--- config.mk ---
export PLATFORM = sky130hd
export DESIGN_NAME = bfly_ctrl_flat
export DESIGN_NICKNAME = d
export VERILOG_FILES = /design/src/rtl/fft_pkg.sv /design/src/rtl/bfly_ctrl_if.sv /design/src/rtl/bfly_step_dec.sv /design/src/rtl/bfly_ctrl.sv /design/src/flat_wrapper.sv
export SDC_FILE = /design/constraint.sdc
export NUM_CORES = 1
export LEC_CHECK = 0
export ABC_AREA = 1
export CORE_MARGIN = 8
export CORE_UTILIZATION = 30
export CTS_CLUSTER_SIZE = 40
export DETAILED_ROUTE_END_ITERATION = 6
export GPL_ROUTABILITY_DRIVEN = 0
export HOLD_SLACK_MARGIN = 0.06
export PLACE_DENSITY = 0.75
export SYNTH_ARGS = -nofsm -noshare
export SYNTH_HDL_FRONTEND = slang
export SYNTH_SLANG_ARGS = --single-unit
--- constraint.sdc ---
create_clock -name clock -period 1.6 [get_ports clock]
set_clock_uncertainty 0.05 [all_clocks]
set_input_delay 0.4 -clock clock [delete_from_list [all_inputs] [get_ports clock]]
set_output_delay 0.4 -clock clock [all_outputs]
set_load 0.005 [all_outputs]
--- src/rtl/fft_pkg.sv ---
// Shared types and constants for the radix-2 FFT butterfly sequencer.
package fft_pkg;

    typedef enum logic [3:0] {
        S_IDLE,
        S_LOAD,
        S_PRE,
        S_ST1,
        S_ST2,
        S_ST3,
        S_ST4,
        S_ST5,
        S_ST6,
        S_ST7,
        S_ST8,
        S_DONE
    } bfly_state_t;

    localparam logic [1:0] ADD_AR  = 2'b00;
    localparam logic [1:0] ADD_AI  = 2'b01;
    localparam logic [1:0] ADD_ALU = 2'b10;

    localparam logic MUL_W_R = 1'b0;
    localparam logic MUL_W_I = 1'b1;
    localparam logic MUL_B_R = 1'b0;
    localparam logic MUL_B_I = 1'b1;

    localparam int N_BFLY_DEF = 4;

endpackage

--- src/rtl/bfly_ctrl_if.sv ---
// Control/handshake bundle between the butterfly sequencer and its datapath.
interface bfly_ctrl_if #(
    parameter int IDX_W = 2
);
    logic             start;
    logic             busy;
    logic             ld_op;
    logic             mul_en;
    logic             mul_w_sel;
    logic             mul_b_sel;
    logic [1:0]       add_sel;
    logic             s11, s22, s33, s44, s55, s66, s77, s88;
    logic             out_valid;
    logic             out_ready;
    logic [IDX_W-1:0] bfly_idx;
    logic             last;

    modport master (
        input  start, out_ready,
        output busy, ld_op, mul_en, mul_w_sel, mul_b_sel, add_sel,
               s11, s22, s33, s44, s55, s66, s77, s88,
               out_valid, bfly_idx, last
    );

    modport slave (
        output start, out_ready,
        input  busy, ld_op, mul_en, mul_w_sel, mul_b_sel, add_sel,
               s11, s22, s33, s44, s55, s66, s77, s88,
               out_valid, bfly_idx, last
    );
endinterface

--- src/rtl/bfly_step_dec.sv ---
// Maps a butterfly step number (1..8) to its multiplier operands and ALU addend.
module bfly_step_dec
    import fft_pkg::*;
(
    input  logic [3:0] step,
    output logic       mul_w_sel,
    output logic       mul_b_sel,
    output logic [1:0] add_sel
);

    // NOTE: every output gets a default before the case, so no path leaves a
    // value unassigned and no latch is inferred.
    always_comb begin
        mul_w_sel = MUL_W_R;
        mul_b_sel = MUL_B_R;
        add_sel   = ADD_AR;
        case (step)
            4'd1, 4'd5: begin mul_w_sel = MUL_W_R; mul_b_sel = MUL_B_R; add_sel = ADD_AR;  end
            4'd2, 4'd6: begin mul_w_sel = MUL_W_I; mul_b_sel = MUL_B_I; add_sel = ADD_ALU; end
            4'd3, 4'd7: begin mul_w_sel = MUL_W_R; mul_b_sel = MUL_B_I; add_sel = ADD_AI;  end
            4'd4, 4'd8: begin mul_w_sel = MUL_W_I; mul_b_sel = MUL_B_R; add_sel = ADD_ALU; end
            default: ;
        endcase
    end

endmodule

--- src/rtl/bfly_ctrl.sv ---
// Radix-2 butterfly sequencer: loads operands, walks the eight ALU steps with the
// multiplier one step ahead, then offers the result over valid/ready.
module bfly_ctrl
    import fft_pkg::*;
#(
    parameter int N_BFLY = N_BFLY_DEF,
    parameter int IDX_W  = $clog2(N_BFLY)
) (
    input  logic        clock,
    input  logic        n_rst,
    bfly_ctrl_if.master bus
);

    bfly_state_t      state, state_nxt;
    logic [IDX_W-1:0] idx_q;
    logic [3:0]       cur_step, nxt_step;
    logic             cur_w, cur_b, nxt_w, nxt_b;
    logic [1:0]       cur_add, nxt_add;
    logic             unused_sel;
    logic             is_last;

    // NOTE: state registers use non-blocking assignments so every flop samples
    // pre-edge values regardless of process ordering.
    always_ff @(posedge clock or negedge n_rst) begin
        if (!n_rst) state <= S_IDLE;
        else        state <= state_nxt;
    end

    always_comb begin
        state_nxt = state;
        case (state)
            S_IDLE:  if (bus.start) state_nxt = S_LOAD;
            S_LOAD:  state_nxt = S_PRE;
            S_PRE:   state_nxt = S_ST1;
            S_ST1:   state_nxt = S_ST2;
            S_ST2:   state_nxt = S_ST3;
            S_ST3:   state_nxt = S_ST4;
            S_ST4:   state_nxt = S_ST5;
            S_ST5:   state_nxt = S_ST6;
            S_ST6:   state_nxt = S_ST7;
            S_ST7:   state_nxt = S_ST8;
            S_ST8:   state_nxt = S_DONE;
            S_DONE:  if (bus.out_ready) state_nxt = bus.start ? S_LOAD : S_IDLE;
            default: state_nxt = S_IDLE;
        endcase
    end

    assign is_last = (idx_q == IDX_W'(N_BFLY - 1));

    always_ff @(posedge clock or negedge n_rst) begin
        if (!n_rst)
            idx_q <= '0;
        else if (state == S_DONE && bus.out_ready)
            idx_q <= is_last ? '0 : idx_q + IDX_W'(1);
    end

    // Step 0 means "no step": the decoder returns all-zero selects for it.
    always_comb begin
        cur_step = 4'd0;
        nxt_step = 4'd0;
        case (state)
            S_PRE: nxt_step = 4'd1;
            S_ST1: begin cur_step = 4'd1; nxt_step = 4'd2; end
            S_ST2: begin cur_step = 4'd2; nxt_step = 4'd3; end
            S_ST3: begin cur_step = 4'd3; nxt_step = 4'd4; end
            S_ST4: begin cur_step = 4'd4; nxt_step = 4'd5; end
            S_ST5: begin cur_step = 4'd5; nxt_step = 4'd6; end
            S_ST6: begin cur_step = 4'd6; nxt_step = 4'd7; end
            S_ST7: begin cur_step = 4'd7; nxt_step = 4'd8; end
            S_ST8: cur_step = 4'd8;
            default: ;
        endcase
    end

    bfly_step_dec u_cur_dec (
        .step      (cur_step),
        .mul_w_sel (cur_w),
        .mul_b_sel (cur_b),
        .add_sel   (cur_add)
    );

    bfly_step_dec u_nxt_dec (
        .step      (nxt_step),
        .mul_w_sel (nxt_w),
        .mul_b_sel (nxt_b),
        .add_sel   (nxt_add)
    );

    // Current step only drives the ALU; next step only drives the multiplier.
    assign unused_sel = ^{cur_w, cur_b, nxt_add};

    always_comb begin
        bus.busy      = (state != S_IDLE) && (state != S_DONE);
        bus.ld_op     = (state == S_LOAD);
        bus.mul_en    = (nxt_step != 4'd0);
        bus.mul_w_sel = nxt_w;
        bus.mul_b_sel = nxt_b;
        bus.add_sel   = cur_add;
        bus.s11       = (state == S_ST1);
        bus.s22       = (state == S_ST2);
        bus.s33       = (state == S_ST3);
        bus.s44       = (state == S_ST4);
        bus.s55       = (state == S_ST5);
        bus.s66       = (state == S_ST6);
        bus.s77       = (state == S_ST7);
        bus.s88       = (state == S_ST8);
        bus.out_valid = (state == S_DONE);
        bus.bfly_idx  = idx_q;
        bus.last      = is_last;
    end

endmodule

--- src/flat_wrapper.sv ---
// flat-port wrapper written by rule: the top's interface ports become plain ports
module bfly_ctrl_flat import fft_pkg::*;
#(
    parameter int N_BFLY = N_BFLY_DEF,
    parameter int IDX_W  = $clog2(N_BFLY)
)
  (clock, n_rst, bus_start, bus_out_ready, bus_busy, bus_ld_op, bus_mul_en, bus_mul_w_sel, bus_mul_b_sel, bus_add_sel, bus_s11, bus_s22, bus_s33, bus_s44, bus_s55, bus_s66, bus_s77, bus_s88, bus_out_valid, bus_bfly_idx, bus_last);
  bfly_ctrl_if #(.IDX_W(IDX_W)) bus_i ();
  input  logic clock;
  input  logic n_rst;
  input wire logic [$bits(bus_i.start)-1:0] bus_start;
  input wire logic [$bits(bus_i.out_ready)-1:0] bus_out_ready;
  output wire logic [$bits(bus_i.busy)-1:0] bus_busy;
  output wire logic [$bits(bus_i.ld_op)-1:0] bus_ld_op;
  output wire logic [$bits(bus_i.mul_en)-1:0] bus_mul_en;
  output wire logic [$bits(bus_i.mul_w_sel)-1:0] bus_mul_w_sel;
  output wire logic [$bits(bus_i.mul_b_sel)-1:0] bus_mul_b_sel;
  output wire logic [$bits(bus_i.add_sel)-1:0] bus_add_sel;
  output wire logic [$bits(bus_i.s11)-1:0] bus_s11;
  output wire logic [$bits(bus_i.s22)-1:0] bus_s22;
  output wire logic [$bits(bus_i.s33)-1:0] bus_s33;
  output wire logic [$bits(bus_i.s44)-1:0] bus_s44;
  output wire logic [$bits(bus_i.s55)-1:0] bus_s55;
  output wire logic [$bits(bus_i.s66)-1:0] bus_s66;
  output wire logic [$bits(bus_i.s77)-1:0] bus_s77;
  output wire logic [$bits(bus_i.s88)-1:0] bus_s88;
  output wire logic [$bits(bus_i.out_valid)-1:0] bus_out_valid;
  output wire logic [$bits(bus_i.bfly_idx)-1:0] bus_bfly_idx;
  output wire logic [$bits(bus_i.last)-1:0] bus_last;
  assign bus_i.start = bus_start;
  assign bus_i.out_ready = bus_out_ready;
  assign bus_busy = bus_i.busy;
  assign bus_ld_op = bus_i.ld_op;
  assign bus_mul_en = bus_i.mul_en;
  assign bus_mul_w_sel = bus_i.mul_w_sel;
  assign bus_mul_b_sel = bus_i.mul_b_sel;
  assign bus_add_sel = bus_i.add_sel;
  assign bus_s11 = bus_i.s11;
  assign bus_s22 = bus_i.s22;
  assign bus_s33 = bus_i.s33;
  assign bus_s44 = bus_i.s44;
  assign bus_s55 = bus_i.s55;
  assign bus_s66 = bus_i.s66;
  assign bus_s77 = bus_i.s77;
  assign bus_s88 = bus_i.s88;
  assign bus_out_valid = bus_i.out_valid;
  assign bus_bfly_idx = bus_i.bfly_idx;
  assign bus_last = bus_i.last;
  bfly_ctrl #(.N_BFLY(N_BFLY), .IDX_W(IDX_W)) u_core (.clock(clock), .n_rst(n_rst), .bus(bus_i));
endmodule
Fig. 1: placement by cell class
The bar under the picture is 20 um long. Fill, decap, tap and diode cells in grey.
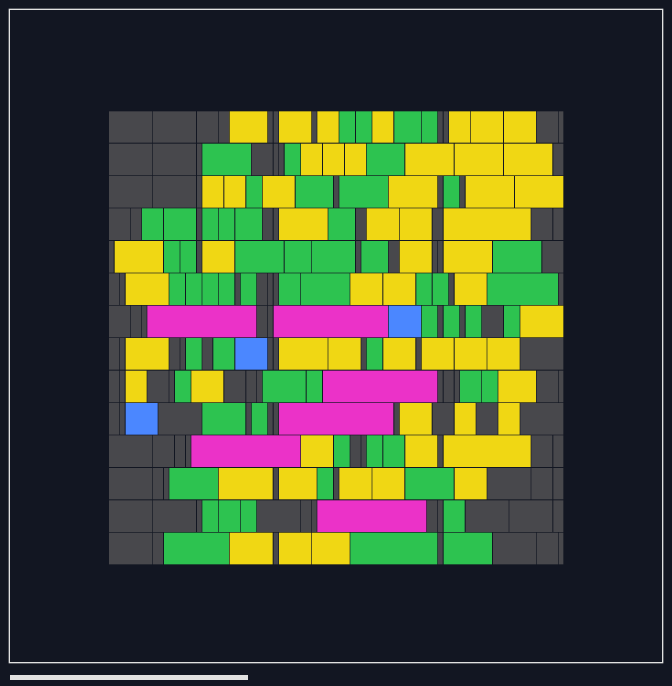
class	colour	cells
clock-net drivers	blue	3
registers	magenta	6
remaining logic cells	green	61
remaining buffers and delay cells	yellow	56

Fig. 2: signal wires on met2
The bar under the picture is 20 um long.
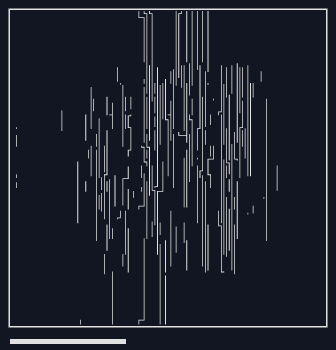
nets with wire on the layer	111
wire length on this layer	1020 um
share of all routed wire	52%

Fig. 3: PDN straps and rails
Pins as bars on the die edge. Tap cells in grey.
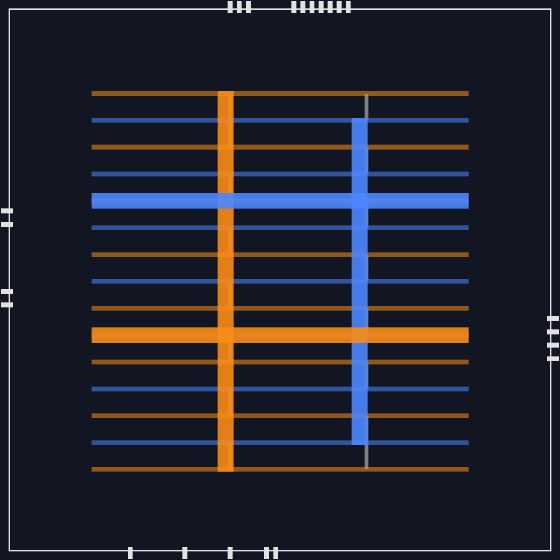
net	colour
VSS	orange
VDD	blue
rows	14
tap cells	16
signal pins	23
met1 rails	15

==> results.py <==
# Generated from Yosys and OpenROAD reports
metrics = {
    "status": {
        "outcome": "finished with violations",
        "violations": "negative setup slack",
    },
    "setup_path": {
        "critPathRequiredTime_ns": 1.15,
        "arrival_ns": 1.39,
        "critical_path_class": "flip-flop to primary output",
    },
    "clock_network": {
        "insertion_delay_ns": 0.24,
        "cts_buffers": 3,
        "clk_pin_slew_ns": 0.05,
    },
    "layout": {
        "syn2layout_area_growth_pct": 135,
        "diodes": 0,
        "fin_nets": 133,
    },
    "sta": {
        "hold_slack_ns": 0.347,
        "tightest_slew_ns": 0.278,
        "hold_viol": 0,
        "fin_ws_ns": -0.244,
        "setup_viol": 16,
    },
    "pwr": {
        "pwr-share-seq_pct": 15.4,
        "finalPower_w": 0.00205,
    },
    "detailed_routing": {
        "via_per_inst": 4.56,
    },
    "synthesis": {
        "ys_cells": 67,
    },
}
Fig. 4: cell placement
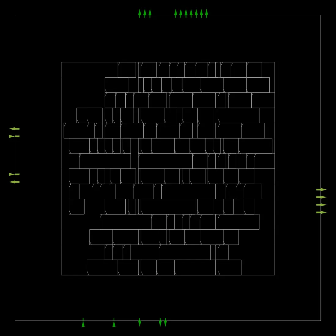
flip-flops: 6
Well Taps: 16
Core Region: 0.00145 sq mm

Fig. 5: clock distribution
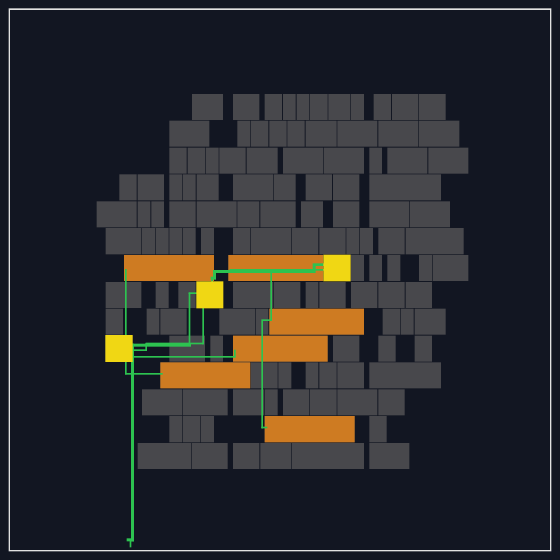
[flip-flops] orange | count: 6
[clock wires] green | length: 120 um
[clock-net drivers] yellow | count: 3
routed clock nets	4

==> flip-flops by register name (all words and copies together) (netlist names) <==
register / count
u_core.state: 4
u_core.bus.bfly_idx: 2
==> final cells by class <==
class	instances	area [sq um]	share of cell area (%)
timing repair buffer	56	475	45.1
multi-input combinational	47	328	31.1
sequential	6	154	14.6
inverter	14	55.1	5.22
clock buffer	3	22.5	2.14
tap	16	20.0	1.90
==> through the flow <==
step	util [%]	std cells	setup slack (ns)	area, sq um
after global placement	54.6	119	-0.293	795
final	72.5	142	-0.244	1050
after global routing	72.5	142	-0.312	1050
after detailed placement	54.6	119	-0.315	795
after CTS	68.7	138	-0.243	998
after floorplan	-	67	0.203	449
==> metal layers <==
layer | global-route usage (%) | wire [um]
met4 | 7.38 | 40
met1 | 15.6 | 788
met5 | 0 | 0
met3 | 4.62 | 98
met2 | 24.5 | 1020
==> power by group through the flow <==
stage	logic (W)	registers (W)	clock network, W
final	0.00159	0.000316	0.000142
after global routing	0.00171	0.000329	0.000166
after CTS	0.00142	0.000317	0.000145
after detailed placement	0.00109	0.000314	0
after global placement	0.00108	0.000308	0
after floorplan	0.000419	0.000311	0
==> cells by family (layout without fill, tap and decap cells) <==
family / count (synthesis) / in the layout
buffers and inverters: 14 / 73
adders and majority gates: 1 / 1
and+or+nand+nor: 34 / 34
DFF: 6 / 6
AOI/OAI and AO/OA: 12 / 12
==> timing repair <==
action | 4_1_cts | 5_1_grt
resized | 87 | 9
pin swaps | 12 | 5
buffers inserted | 16 | 6
endpoints found under the setup margin | 18 | 18
cloned | 0 | 0
==> worst max-delay path by stage <==
stage          slack [ns]            end  cells past startpoint                        start
6_report            -0.24  bus_mul_b_sel                      8  u_core.state[3]$_DFFE_PN0P_
5_1_grt             -0.31  bus_mul_b_sel                      8  u_core.state[3]$_DFFE_PN0P_
4_1_cts             -0.24  bus_mul_b_sel                      8  u_core.state[3]$_DFFE_PN0P_
3_5_place_dp        -0.31  bus_mul_b_sel                      6  u_core.state[2]$_DFFE_PN0P_
3_3_place_gp        -0.29        bus_s55                      5  u_core.state[3]$_DFFE_PN0P_
2_1_floorplan        0.20  bus_mul_b_sel                      5  u_core.state[3]$_DFFE_PN0P_
==> cells in the mapped netlist <==
| master | count | area [sq um] |
|---|---|---|
| nor2_1 | 13 | 48.8 |
| inv_1 | 12 | 45.0 |
| nand2_1 | 12 | 45.0 |
| dfrtp_1 | 6 | 150 |
| a21oi_1 | 4 | 20.0 |
| nand2_2 | 3 | 18.8 |
| o21ai_1 | 3 | 15.0 |
| inv_2 | 2 | 7.51 |
| o21ai_0 | 2 | 10.0 |
| a21boi_2 | 1 | 11.3 |
| a21oi_2 | 1 | 8.76 |
| ha_1 | 1 | 12.5 |
| nand3_2 | 1 | 10.0 |
| nand3b_1 | 1 | 7.51 |
| nor2_2 | 1 | 6.26 |
| nor2_4 | 1 | 11.3 |
| nor3_1 | 1 | 5.00 |
| nor3_2 | 1 | 10.0 |
| o22ai_1 | 1 | 6.26 |
No activity file was given, so power comes from the tool's default toggle rates.
